File: config.mk
export PLATFORM = sky130hd
export DESIGN_NAME = regfile_exec_unit
export DESIGN_NICKNAME = d
export VERILOG_FILES = /design/src/rtl/lasd_exec_pkg.sv /design/src/rtl/alu_8.sv /design/src/rtl/regfile_exec_unit.sv
export SDC_FILE = /design/constraint.sdc
export NUM_CORES = 1
export LEC_CHECK = 0
export CORE_MARGIN = 1.5
export CORE_UTILIZATION = 35
export CTS_CLUSTER_SIZE = 30
export DETAILED_ROUTE_END_ITERATION = 12
export GPL_ROUTABILITY_DRIVEN = 0
export GPL_TIMING_DRIVEN = 0
export PLACE_DENSITY = 0.59
export SLEW_MARGIN = 30
export SYNTH_ARGS = -nofsm -noshare
export SYNTH_HDL_FRONTEND = slang
export SYNTH_SLANG_ARGS = --single-unit
File: constraint.sdc
create_clock -name clk -period 2.15 [get_ports clk]
set_input_delay 0.215 -clock clk [delete_from_list [all_inputs] [get_ports clk]]
set_output_delay 0.215 -clock clk [all_outputs]
set_load 0.1 [all_outputs]
File: src/rtl/lasd_exec_pkg.sv
// ---------------------------------------------------------------------------
// lasd_exec_pkg
//   Shared definitions for the register-file execution sequencer:
//   default data/address widths, ALU opcode encodings, the sequencer
//   state encoding and a small helper that tells whether an opcode
//   writes its result back to the register file.
// ---------------------------------------------------------------------------
package lasd_exec_pkg;

   localparam int DEF_DATA_W = 8;
   localparam int DEF_ADDR_W = 3;

   localparam logic [2:0] OP_ADD  = 3'b000;
   localparam logic [2:0] OP_SUB  = 3'b001;
   localparam logic [2:0] OP_AND  = 3'b010;
   localparam logic [2:0] OP_OR   = 3'b011;
   localparam logic [2:0] OP_XOR  = 3'b100;
   localparam logic [2:0] OP_MOVI = 3'b101;
   localparam logic [2:0] OP_SHL  = 3'b110;
   localparam logic [2:0] OP_CMP  = 3'b111;

   typedef enum logic [1:0] {
      S_IDLE = 2'd0,
      S_READ = 2'd1,
      S_EXEC = 2'd2,
      S_WB   = 2'd3
   } state_t;

   // CMP only updates the flags/result; every other opcode writes back.
   function automatic logic op_writes(input logic [2:0] op);
      return (op != OP_CMP);
   endfunction

endpackage

File: src/rtl/alu_8.sv
// ---------------------------------------------------------------------------
// alu_8
//   Purely combinational ALU used by the execution sequencer.
//   Ports:
//     op     in  3       opcode (OP_ADD .. OP_CMP)
//     a      in  DATA_W  operand from read port 1
//     b      in  DATA_W  operand from read port 2 (ignored by MOVI/SHL)
//     imm    in  DATA_W  immediate (MOVI only)
//     y      out DATA_W  result, modulo 2^DATA_W
//     carry  out 1       ADD carry-out, SUB/CMP borrow, SHL shifted-out bit
// ---------------------------------------------------------------------------
module alu_8
   import lasd_exec_pkg::*;
#(
   parameter int DATA_W = DEF_DATA_W
) (
   input  logic [2:0]        op,
   input  logic [DATA_W-1:0] a,
   input  logic [DATA_W-1:0] b,
   input  logic [DATA_W-1:0] imm,
   output logic [DATA_W-1:0] y,
   output logic              carry
);

   logic [DATA_W:0] sum;
   logic [DATA_W:0] diff;

   // One extra bit on each: the MSB of the sum is the carry-out, and the
   // MSB of the zero-extended difference is set exactly when a < b.
   assign sum  = {1'b0, a} + {1'b0, b};
   assign diff = {1'b0, a} - {1'b0, b};

   always_comb begin
      y     = '0;
      carry = 1'b0;
      case (op)
         OP_ADD: begin
            y     = sum[DATA_W-1:0];
            carry = sum[DATA_W];
         end
         OP_SUB, OP_CMP: begin
            y     = diff[DATA_W-1:0];
            carry = diff[DATA_W];
         end
         OP_AND:  y = a & b;
         OP_OR:   y = a | b;
         OP_XOR:  y = a ^ b;
         OP_MOVI: y = imm;
         OP_SHL: begin
            y     = {a[DATA_W-2:0], 1'b0};
            carry = a[DATA_W-1];
         end
         default: begin
            y     = '0;
            carry = 1'b0;
         end
      endcase
   end

endmodule

File: src/rtl/regfile_exec_unit.sv
// ---------------------------------------------------------------------------
// regfile_exec_unit
//   Four-cycle execution sequencer sitting in front of an 8x8 register file.
//   Each instruction runs IDLE(accept) -> READ -> EXEC -> WB.
//   Ports:
//     clk, iRST_N          clock, asynchronous active-low reset
//     instr_valid/ready    instruction handshake (ready only in IDLE)
//     instr_op/dst/src1/src2/imm   instruction fields
//     ra1, ra2 / rd1, rd2  register file read addresses / read data
//     wa3, wd3, we3        register file write port
//     result               last computed ALU result
//     flag_zero/carry      flags of the last executed instruction
//     done                 one-cycle pulse while in WB
//     op_count             completed-instruction counter (wraps)
// ---------------------------------------------------------------------------
module regfile_exec_unit
   import lasd_exec_pkg::*;
#(
   parameter int DATA_W = DEF_DATA_W,
   parameter int ADDR_W = DEF_ADDR_W
) (
   input  logic              clk,
   input  logic              iRST_N,
   input  logic              instr_valid,
   output logic              instr_ready,
   input  logic [2:0]        instr_op,
   input  logic [ADDR_W-1:0] instr_dst,
   input  logic [ADDR_W-1:0] instr_src1,
   input  logic [ADDR_W-1:0] instr_src2,
   input  logic [DATA_W-1:0] instr_imm,
   output logic [ADDR_W-1:0] ra1,
   output logic [ADDR_W-1:0] ra2,
   input  logic [DATA_W-1:0] rd1,
   input  logic [DATA_W-1:0] rd2,
   output logic [ADDR_W-1:0] wa3,
   output logic [DATA_W-1:0] wd3,
   output logic              we3,
   output logic [DATA_W-1:0] result,
   output logic              flag_zero,
   output logic              flag_carry,
   output logic              done,
   output logic [7:0]        op_count
);

   state_t            state_reg;
   state_t            state_next;

   logic [2:0]        op_reg;
   logic [ADDR_W-1:0] dst_reg;
   logic [DATA_W-1:0] imm_reg;
   logic [DATA_W-1:0] opa_reg;
   logic [DATA_W-1:0] opb_reg;

   logic [DATA_W-1:0] alu_y;
   logic              alu_carry;

   alu_8 #(
      .DATA_W (DATA_W)
   ) u_alu (
      .op    (op_reg),
      .a     (opa_reg),
      .b     (opb_reg),
      .imm   (imm_reg),
      .y     (alu_y),
      .carry (alu_carry)
   );

   // Next-state and handshake logic.
   always_comb begin
      state_next  = state_reg;
      instr_ready = 1'b0;
      case (state_reg)
         S_IDLE: begin
            instr_ready = 1'b1;
            if (instr_valid) begin
               state_next = S_READ;
            end
         end
         S_READ:  state_next = S_EXEC;
         S_EXEC:  state_next = S_WB;
         S_WB:    state_next = S_IDLE;
         default: state_next = S_IDLE;
      endcase
   end

   always_ff @(posedge clk or negedge iRST_N) begin
      if (!iRST_N) begin
         state_reg  <= S_IDLE;
         op_reg     <= OP_ADD;
         dst_reg    <= '0;
         imm_reg    <= '0;
         opa_reg    <= '0;
         opb_reg    <= '0;
         ra1        <= '0;
         ra2        <= '0;
         wa3        <= '0;
         wd3        <= '0;
         we3        <= 1'b0;
         result     <= '0;
         flag_zero  <= 1'b0;
         flag_carry <= 1'b0;
         done       <= 1'b0;
         op_count   <= 8'd0;
      end else begin
         state_reg <= state_next;
         // we3/done are set on the edge entering WB and cleared on the
         // edge leaving it, so they are high for exactly the WB cycle.
         we3  <= 1'b0;
         done <= 1'b0;
         case (state_reg)
            S_IDLE: begin
               if (instr_valid) begin
                  op_reg  <= instr_op;
                  dst_reg <= instr_dst;
                  imm_reg <= instr_imm;
                  // Read addresses go straight out so rd1/rd2 are valid
                  // for the whole READ cycle.
                  ra1     <= instr_src1;
                  ra2     <= instr_src2;
               end
            end
            S_READ: begin
               opa_reg <= rd1;
               opb_reg <= rd2;
            end
            S_EXEC: begin
               result     <= alu_y;
               flag_zero  <= (alu_y == '0);
               flag_carry <= alu_carry;
               done       <= 1'b1;
               if (op_writes(op_reg)) begin
                  we3 <= 1'b1;
                  wa3 <= dst_reg;
                  wd3 <= alu_y;
               end
            end
            S_WB: begin
               op_count <= op_count + 8'd1;
            end
            default: ;
         endcase
      end
   end

endmodule
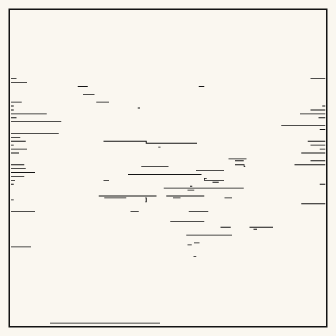
**Above:** run 1 (M3 wires).
64 nets have wire on it. The layer holds 4.5% of the routed length.
met3 layer usage reported by global route: 0.0279
routed wire length: 10700 um
overall via count from detail_route: 3271

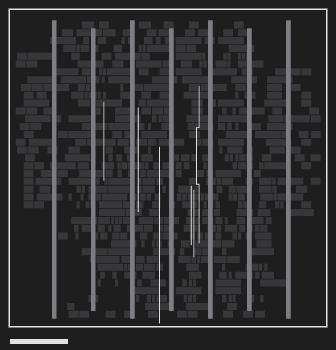
**Above:** run 1 (M4 wires).
The bar under the picture is 20 um long. Supply wires on this layer in gray.
The wires run mostly vertical. The layer carries 224 um of wire. The layer holds 2.1% of the routed length. The longest straight run is 61.2 um. 5 nets have wire on it.

==> metrics.yaml, run 1 <==
worst_setup_path:
  cpLargestDelayFamily: "AND-OR/OR-AND gates"
  reg2reg_to: "result[6]$_DFFE_PN0P_"
  timing.critical_path.to: "result[6]$_DFFE_PN0P_"
  critical_path_arrival_ns: 2.74
  worst_setup_path_end_kind: "flip-flop"
detailed_routing:
  drt.antenna.violating_nets: 0
  detailedRoute.firstPassIterationCount: 4
  route.detailed.wl_per_inst_um: 16.9
die:
  std_cell_core_area_um2: 11000
  chipHeight_um: 110
  io-pin-count: 77
timing:
  postLayoutSetupSlackWorst_ns: -0.323
  tightestPinTransition_ns: 1.02
  fin_tns_setup_ns: -1.69
  final_hold_viol_count: 0
  setup_viol_count_final: 9
  period_used_share: 1.15
logic_synthesis:
  mappedNetlistArea_um2: 4000
  synth_cell_type_count: 62
  synthesis.nets: 459
  yosys.area_share.aoi: 0.163
  yosysCellCount: 389
  yosys.cell_count.top_type: "sky130_fd_sc_hd__dfrtp_1"
  synth_chip_area_um2: 4000
  synth.top_cells.by_area: "sky130_fd_sc_hd__dfrtp_1 43%, sky130_fd_sc_hd__mux2_2 9.6%, sky130_fd_sc_hd__ha_1 9.1%, sky130_fd_sc_hd__nand2_1 3.7%, sky130_fd_sc_hd__o21ai_0 3.4%"
  synth_seq_share: 0.432
  synthesized_area_fraction_occupied_by_adder_cells: 0.101
  enable_flop_cells: 0
outcome:
  violations_in_the_final_reports: "negative setup slack"
  outcome: "finished, violations left"
place:
  dp_hpwl_um: 7870
layout:
  final_instance_count_without_filler_cells: 632
  net_count_final: 558
  final_cell_mix: "70 x sky130_fd_sc_hd__clkdlybuf4s50_1, 69 x sky130_fd_sc_hd__dfrtp_1, 38 x sky130_fd_sc_hd__nand2_1"
  final.fill_count: 1028
global_routing:
  grt.met2_usage: 0.310
  grt.overflow.total: 0
  grt.total_usage: 0.186
  grt_first_pass_wirelength_um: 16900
  grt_max_degree: 51
  number_of_global_route_vias_before_repair: 3357
clock_network:
  hold_buf_count_cts: 1
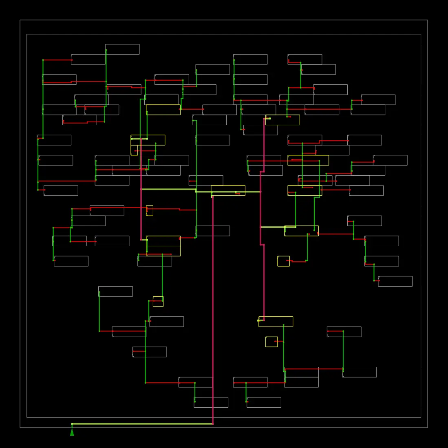
**Above:** run 1 (clock routing).
worst skew pair latency: 0.33 ns

==> run 1: final cells by class <==
cell class                 count  area (um^2)  share of cell area
multi-input combinational    269         2230               0.403
sequential                    69         1730               0.311
timing repair buffer          90          897               0.162
clock buffer                   9          225              0.0406
tap                          140          175              0.0316
inverter                      31          119              0.0214
buffer                        18          103              0.0185
clock inverter                 6         65.1              0.0117
==> run 1: per-stage QoR <==
stage               worst slack, ns  cell area (um^2)  hold slack [ns]
global route                 -0.396              5550            0.371
floorplan                   -0.0170              4030          -0.0806
detailed placement           -0.305              4990            0.138
global placement              -1.55              4960            0.447
finish                       -0.323              5550            0.329
CTS                          -0.296              5380            0.330
**Run 1: metal 2**

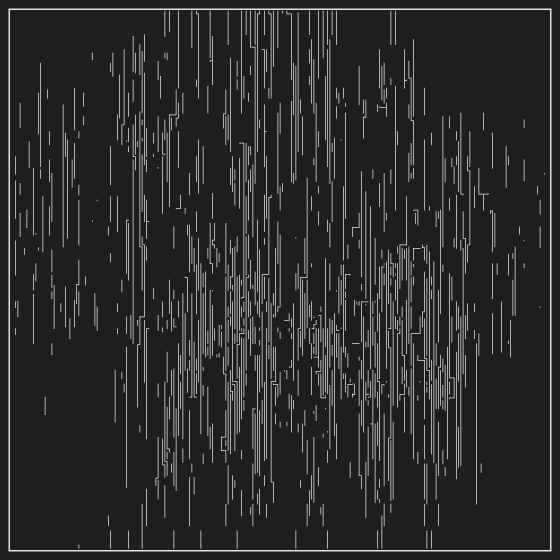

==> run 2: changes to the inputs <==
--- a/config.mk
+++ b/config.mk
@@ -5,7 +5,7 @@
 export SDC_FILE = /design/constraint.sdc
 export NUM_CORES = 1
 export LEC_CHECK = 0
-export CORE_MARGIN = 1.5
+export CORE_MARGIN = 2
 export CORE_UTILIZATION = 35
 export CTS_CLUSTER_SIZE = 30
 export DETAILED_ROUTE_END_ITERATION = 12
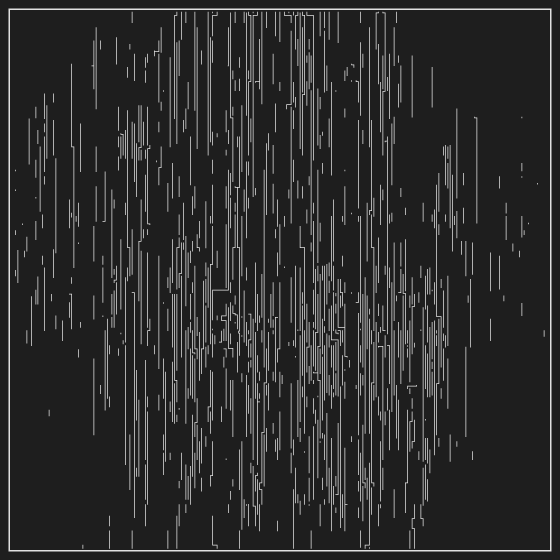
**Above:** run 2 (metal 2).
485 nets have wire on it. The wires run mostly vertical. The longest straight run is 46.2 um. The layer holds 48% of the routed length. The layer carries 5200 um of wire.

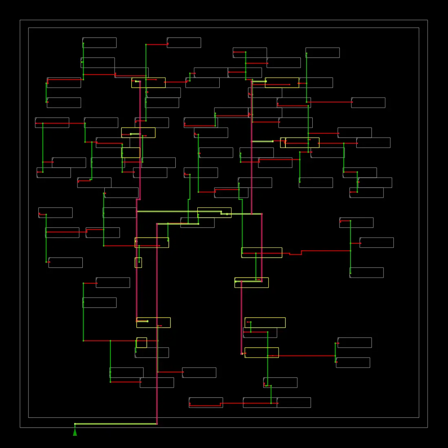
**Above:** run 2 (clock routing).
worst skew pair latency: 0.34 ns
sequential cell count: 69

==> run 2 against run 1 <==
The run still ends with negative setup slack left. Hold slack got worse by 0.0074 ns. Synthesized cell count unchanged. Critical path type unchanged. Largest cell class unchanged.
==> metrics.yaml, run 2 <==
detailed_routing:
  route.detailed.wl_per_inst_um: 17.3
  totalWireLength_um: 10900
  routed-via-count: 3265
  detailedRoute.firstPassIterationCount: 5
layout:
  final_instance_count_without_filler_cells: 631
  final-seq-area_um2: 1730
  layout.comb_gates.multi_input: 269
  net_count_final: 554
  biggest_area_consumer_among_cell_classes: "multi-input combinational cells"
  final.fill_count: 1047
logic_synthesis:
  synth_seq_share: 0.432
  enable_flop_cells: 0
  synth_cell_type_count: 62
  mappedNetlistArea_um2: 4000
timing:
  postLayoutSetupSlackWorst_ns: -0.290
  setup_viol_count_final: 7
  finalHoldWorstSlack_ns: 0.322
  period_used_share: 1.13
outcome:
  violations_in_the_final_reports: "negative setup slack"
  outcome: "finished, violations left"
place:
  post-place-ws_ns: -0.339
die:
  n_tap_cell: 143
global_routing:
  grt_max_degree: 50
worst_setup_path:
  reg2reg_to: "result[6]$_DFFE_PN0P_"
==> run 2: worst min-delay path by stage <==
stage	slack [ns]	endpoint	start	cells after the start
after detailed placement	0.14	opa_reg[1]$_DFFE_PN0N_	iRST_N	1
after CTS	0.32	opb_reg[0]$_DFFE_PN0N_	iRST_N	2
after global placement	0.45	wa3[2]$_DFFE_PN0P_	dst_reg[2]$_DFFE_PN0P_	2
after global routing	0.37	opb_reg[0]$_DFFE_PN0N_	iRST_N	2
after floorplan	-0.08	done$_DFF_PN0_	iRST_N	0
final	0.32	opb_reg[0]$_DFFE_PN0N_	iRST_N	2
==> run 2: repair_timing <==
item / 4_1_cts / 5_1_grt
endpoints found under the hold margin: 20 / 0
pin swaps: 7 / 4
hold buffers: 1 / 0
setup endpoints to repair: 15 / 15
gates resized: 23 / 18
setup buffers: 6 / 1
**Run 2: metal 1**

Supply wires on this layer in gray.
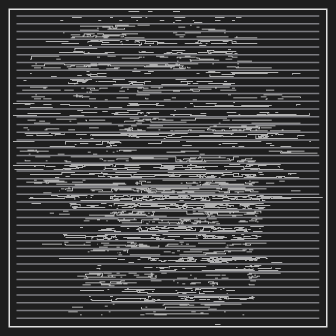

==> run 3: changes to the inputs <==
--- a/config.mk
+++ b/config.mk
@@ -11,7 +11,6 @@
 export DETAILED_ROUTE_END_ITERATION = 12
 export GPL_ROUTABILITY_DRIVEN = 0
 export GPL_TIMING_DRIVEN = 0
-export PLACE_DENSITY = 0.59
 export SLEW_MARGIN = 30
 export SYNTH_ARGS = -nofsm -noshare
 export SYNTH_HDL_FRONTEND = slang
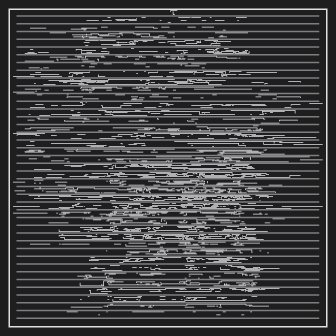
**Above:** run 3 (metal 1).
Supply wires on this layer in gray.
The wires run mostly horizontal. The layer holds 45% of the routed length. The layer carries 4820 um of wire.

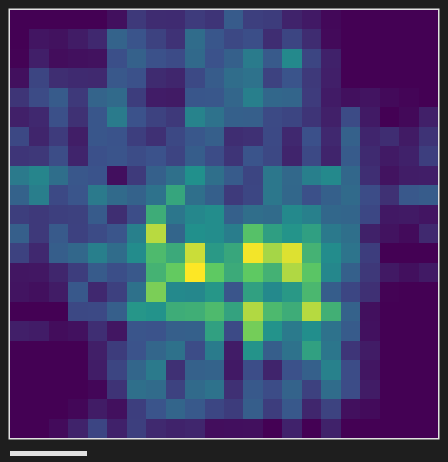
**Above:** run 3 (wiring heat map).
The bar under the picture is 20 um long. The die is cut into 22 by 22 equal tiles; dark purple is low, yellow is high, scaled to the fullest tile. Values are wire area over tile area, all layers added.
The fullest tile reaches 0.60. 9.5% of the tiles are over half the peak. The mean over all tiles is 0.14. The emptiest ninth of the die: upper right.

==> run 3 against run 2 <==
The run still ends with negative setup slack left. Worst setup slack lost 0.0074 ns. Routed wire length shrank 1.7%. Via count grew 0.92%. Clock-buffer cell count is the same. First-iteration DRC count grew 42%. Sequential share of layout area shrank 0.72 points. Die area is the same. Synthesized cell count is the same. Critical endpoint unchanged. Largest cell class unchanged.
==> metrics.yaml, run 3 <==
die:
  chipHeight_um: 111
  io-pin-count: 77
logic_synthesis:
  synth_chip_area_um2: 4000
  yosys.cell_count.top_type: "sky130_fd_sc_hd__dfrtp_1"
  mappedNetlistArea_um2: 4000
  synth_cell_type_count: 62
  synthesized_area_fraction_occupied_by_adder_cells: 0.101
  synth.top_cells.by_area: "sky130_fd_sc_hd__dfrtp_1 43%, sky130_fd_sc_hd__mux2_2 9.6%, sky130_fd_sc_hd__ha_1 9.1%, sky130_fd_sc_hd__nand2_1 3.7%, sky130_fd_sc_hd__o21ai_0 3.4%"
  enable_flop_cells: 0
  synthesis.nets: 459
  yosysCellCount: 389
layout:
  final_instance_count_without_filler_cells: 636
  finalInstanceArea_um2: 5650
  net_count_final: 558
global_routing:
  number_of_global_route_vias_before_repair: 3353
  grt_first_pass_wirelength_um: 17200
  grt.total_usage: 0.176
  grt.overflow.total: 0
  grt_max_degree: 50
worst_setup_path:
  worst_setup_path_end_kind: "flip-flop"
  critical_path_arrival_ns: 2.72
  cpLargestDelayFamily: "AND-OR/OR-AND gates"
  reg2reg_to: "result[6]$_DFFE_PN0P_"
timing:
  fin_tns_setup_ns: -1.37
  finalHoldWorstSlack_ns: 0.325
  period_used_share: 1.14
  tightestPinTransition_ns: 1.00
  postLayoutSetupSlackWorst_ns: -0.298
  setup_viol_count_final: 10
clock_network:
  post_cts.resized_instances: 15
  insertion_delay_ns: 0.33
outcome:
  violations_in_the_final_reports: "negative setup slack"
  outcome: "finished, violations left"
detailed_routing:
  route.detailed.wl_per_inst_um: 16.9
  routed-via-count: 3295
  detailedRoute.firstPassIterationCount: 6
  totalWireLength_um: 10700
place:
  dpl_cell_area_um2: 4990
  dp_hpwl_um: 7790
## run 3: final cells by class
| type | instances | area [um^2] |
|---|---|---|
| clock inverters | 5 | 83.8 |
| well taps | 143 | 179 |
| flip-flops and latches | 69 | 1730 |
| repair buffers | 90 | 897 |
| multi-input cells | 269 | 2290 |
| fillers | 1022 | 5630 |
| plain buffers | 18 | 106 |
| clock buffers | 11 | 243 |
| inverters | 31 | 116 |
## run 3: layer usage
metal | up-vias | track usage | share of wire
li1 | 1552 | - | -
met1 | 1636 | 0.225 | 0.45
met2 | 98 | 0.295 | 0.49
met3 | 9 | 0.0377 | 0.053
met4 | 0 | 0.0592 | 0.011
met5 | - | 0 | 0
